Fig. 1: run 1, close-up of the layout
The bar under the picture is 5 microns long. Region (129, 111) to (149, 131) microns. Cells in grey, sequential cells in the stronger grey; small squares are vias.
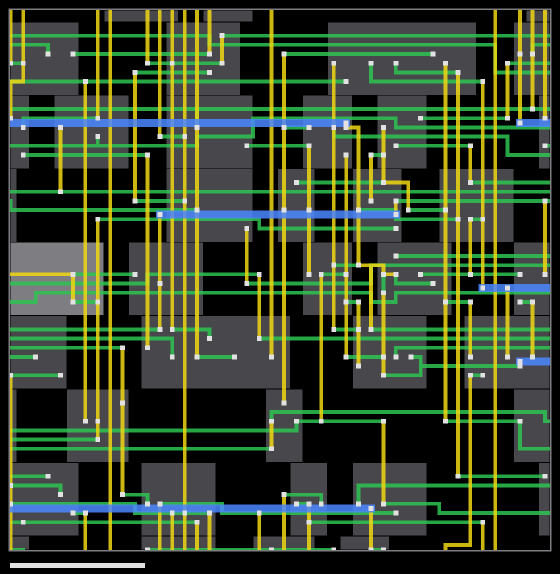
Fig. 2: run 1, where the registers sit
The bar under the picture is 100 microns long.
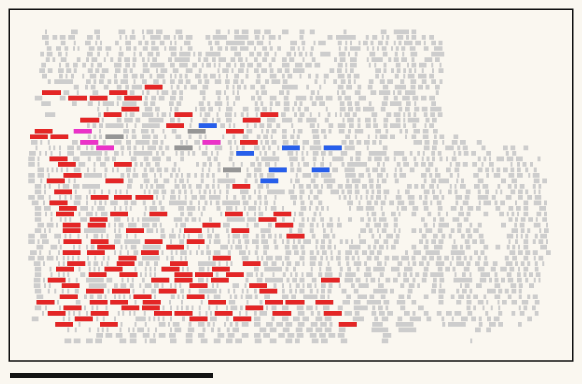
Fig. 3: run 1, gate families picked out
The bar under the picture is 100 microns long.
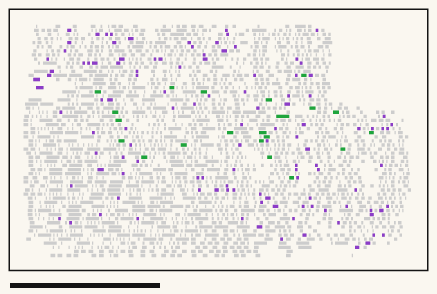
Design cpu_trace_emitter, sky130hd; sources not shown.
==> impl_metrics.json, run 1 <==
{
  "path_clk_slew_ns": 0.07,
  "gr-usage-met3": 0.04638,
  "synth.distinct_cells": 115,
  "report.final.slew_viol_count": 0,
  "postRouteAntennaNets": 0,
  "drtIter0Drc": 1764,
  "crit_path_end_kind": "register",
  "yosysTopAreaCellShare": 0.2202,
  "ys_chip_area_sq_um": 14320,
  "status": "finished clean",
  "hpwl_mm": 50.05,
  "synth_top_cell_by_area": "dfrtp_1",
  "cts.sinks": 126,
  "drt-total-wl_mm": 65.96,
  "reg2reg_slack_ns": 0.07,
  "dp_slack_ns": -0.1010,
  "grt_pass1_vias": 17435,
  "area_growth_syn_to_layout_pct": 36.09,
  "yosys-top-cells-count": "nand2_1 (429), nor2_1 (152), a21oi_1 (130), dfrtp_1 (126), o21ai_0 (121)",
  "io_buffer_count": 137,
  "crit_family": "simple AND/OR/NAND/NOR gates",
  "met2WireLength_mm": 27.99,
  "vias_per_cell": 6.117,
  "grtUsageMet2": 0.3710,
  "synthArstFlopShare": 1.000,
  "finalSetupTns_ns": 0,
  "max_stage_delay_ns": 0.51,
  "fp_nets": 2181,
  "critical_path_required_ns": 5.82,
  "gr-usage-met1": 0.3881,
  "ys_cells": 2038
}
## Picture notes: Fig. 1
legend:
  green:
    layer: M1
  blue:
    layer: M3
  yellow:
    layer: M2
most frequent: buf_4 (6), nor2_1 (3)
sequential cells in the window: 0
cells with their middle in the window: 25

## Picture notes: Fig. 2
legend:
  magenta:
    signal: state_q
    flops: 4
  blue:
    signal: char_out
    flops: 7
    where: centre
  red:
    signal: rec_q
    flops: 111
not coloured: 4
register area: 3161 sq um
Layout Utilization: 0.4819
Seq area share: 0.1622

## Picture notes: Fig. 3
legend:
  green:
    family: fa/ha/maj cells
    cells: 21
    most_used: ha_1
  purple:
    family: and/or cells
    cells: 115
    most_used: and3_1
    where: widely spread
post-route insts no fill: 2894
Comb area share: 0.5631
Top cell excl fill/tap: nand2_1

[run 1: final cells by class]
class / count / area (sq um) / area share
Antenna cell: 2 / 5.005 / 0.0002569
Clock buffer: 17 / 425.4 / 0.02183
Clock inverter: 15 / 190.2 / 0.009760
Inverter: 40 / 150.1 / 0.007706
Multi-Input combinational cell: 1715 / 10970 / 0.5631
Sequential cell: 126 / 3161 / 0.1622
Tap cell: 531 / 664.4 / 0.03410
Timing Repair Buffer: 448 / 3918 / 0.2011
[run 1: logic make-up (layout without fill, tap and decap cells)]
kind of cell	Yosys count	count (layout)	synth area share
and+or+nand+nor	933	933	0.3082
DFF	126	126	0.2202
buffers and inverters	197	520	0.05785
xor gates and xnor gates	55	55	0.03469
adders and majority gates	21	21	0.01722
muxes	75	75	0.05575
AOI/OAI and AO/OA	630	630	0.3058
other	1	3	0.0002619
[run 1: cell usage in the layout, fill, tap and decap left out, types with 29 or more instances in the layout]
cell	count
clkdlybuf4s50_1	136
nand3_1	66
a21oi_1	124
dfrtp_1	120
mux2i_1	58
inv_1	35
xnor2_1	43
nor3_1	30
buf_4	288
a31oi_1	34
and3_1	29
nand2_1	425
o21ai_0	111
nor2_1	149
[run 1: what timing repair did]
| item | CTS | global route |
|---|---|---|
| endpoints found under the setup margin | 4 | 5 |
| pin swaps | 1 | 37 |
| gates cloned | 0 | 4 |
| gates resized | 9 | 141 |
| setup buffers | 3 | 33 |
--- run 2 (diff from run 1) ---
--- a/config.mk
+++ b/config.mk
@@ -17,6 +17,7 @@
 export MAX_ROUTING_LAYER = met4
 export PLACE_DENSITY = 0.73
 export RECOVER_POWER = 25
+export SETUP_SLACK_MARGIN = 0.02
 export SYNTH_ARGS = -nofsm -noshare
 export SYNTH_HDL_FRONTEND = slang
 export SYNTH_SLANG_ARGS = --single-unit
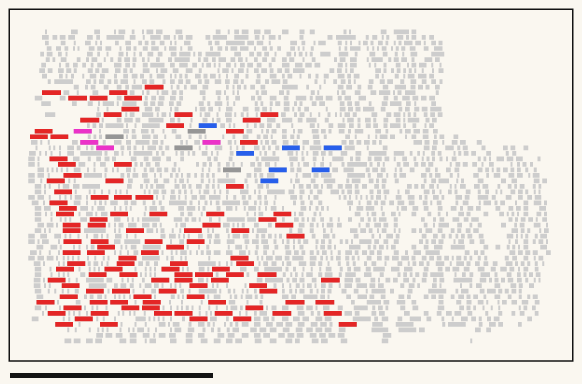
Fig. 4. Where the registers sit (run 2).
The bar under the picture is 100 microns long.
legend:
  blue:
    signal: char_out
    flops: 7
    where: centre
  red:
    signal: rec_q
    flops: 111
  magenta:
    signal: state_q
    flops: 4
not coloured: 4
Layout Utilization: 0.4857
register area: 3164 sq um
Seq area share: 0.1611

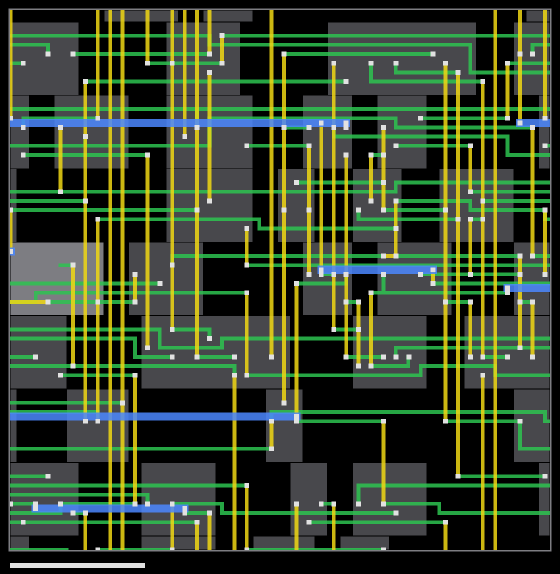
Fig. 5. Close-up of the layout (run 2).
The bar under the picture is 5 microns long. Region (129, 111) to (149, 131) microns. Cells in grey, sequential cells in the stronger grey; small squares are vias.
legend:
  blue:
    layer: M3
  green:
    layer: M1
  yellow:
    layer: M2
sequential cells in the window: 0
cells with their middle in the window: 25
most frequent: buf_4 (6), nor2_1 (3)

==> run 2 against run 1 <==
Worst hold slack lost 0.0026 ns. Sequential share of layout area shrank 0.11 points. Count of clock-buffer cells in the layout is the same. Cell count grew 0.21%. Register-to-register slack is essentially flat. Fmax is essentially flat. Critical path depth grew 1. Clock skew grew 0.0087 ns. Critical path type unchanged. Critical endpoint unchanged.
==> impl_metrics.json, run 2 <==
{
  "simple_gate_area_frac": 0.3082,
  "postRouteAntennaNets": 0,
  "area_growth_syn_to_layout_pct": 37.18,
  "hpwl_mm": 50.05,
  "mux_share": 0.05575,
  "cts_setup_buffers": 3,
  "cts_resized": 9,
  "ys_chip_area_sq_um": 14320,
  "drtIter0Drc": 1713,
  "setup_violations": 0,
  "dp_slack_ns": -0.1010,
  "path_clk_slew_ns": 0.07,
  "synth.distinct_cells": 115,
  "lay_top_cells": "nand2_1 (425), buf_4 (291), nor2_1 (147), clkdlybuf4s50_1 (136), a21oi_1 (122)",
  "io_buffer_count": 137,
  "synth_top_cell_by_area": "dfrtp_1",
  "critical_path_required_ns": 5.81,
  "status": "finished clean",
  "grt_pass1_vias": 17435,
  "crit_path_end_kind": "register",
  "reg2reg_slack_ns": 0.06,
  "synthAdderAreaFrac": 0.01722,
  "synth-xor-area-share": 0.03469,
  "vias_per_cell": 6.125,
  "layout_top_cell": "nand2_1",
  "synthArstFlopShare": 1.000
}
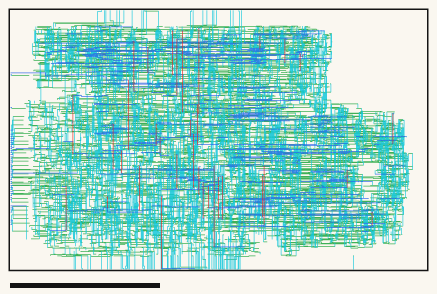
Fig. 6. Metal layers overlaid (run 2).
The bar under the picture is 100 microns long.
legend:
  blue:
    layer: M3
    wire_length: 5270 microns
  red:
    layer: M4
    wire_length: 900 microns
  cyan:
    layer: M2
    wire_length: 28.4 mm
  green:
    layer: M1
    wire_length: 32.2 mm
total track usage: 0.2622
DRT Wirelength: 66.74 mm

run 2: area by class of cell:
cell class | instances | area [sq um] | share of cell area
well taps | 531 | 664.4 | 0.03383
diodes | 2 | 5.005 | 0.0002548
multi-input cells | 1715 | 11030 | 0.5616
clock buffers | 17 | 425.4 | 0.02166
clock inverters | 15 | 190.2 | 0.009683
repair buffers | 454 | 4008 | 0.2041
flip-flops and latches | 126 | 3164 | 0.1611
inverters | 40 | 152.6 | 0.007772
run 2: critical path, stage by stage, from the launching register on:
cell and delay [ns]:
dfrtp_2 0.49, buf_12 0.19, nor3b_2 0.07, buf_4 0.14, a32o_1 0.20, a31o_2 0.23, or3_1 0.45, a21oi_2 0.24
a211oi_4 0.08, buf_12 0.15, or2_2 0.29, and3_1 0.19, o21a_1 0.22, nor3_1 0.23, o21ai_1 0.12, nand2_1 0.12
inv_2 0.06, ha_4 0.16, and2_1 0.13, maj3_1 0.37, a211oi_2 0.34, nor2_2 0.10, buf_4 0.17, nand2_1 0.06
nand2_1 0.05, a21o_1 0.15, a211o_1 0.28
run 2: metal layers:
| metal | vias to the layer above | share of wire | GRT usage |
|---|---|---|---|
| li1 | 8088 | - | - |
| met1 | 8880 | 0.48 | 0.3881 |
| met2 | 724 | 0.43 | 0.3710 |
| met3 | 71 | 0.079 | 0.04638 |
| met4 | 0 | 0.013 | 0.04683 |
| met5 | - | 0 | - |
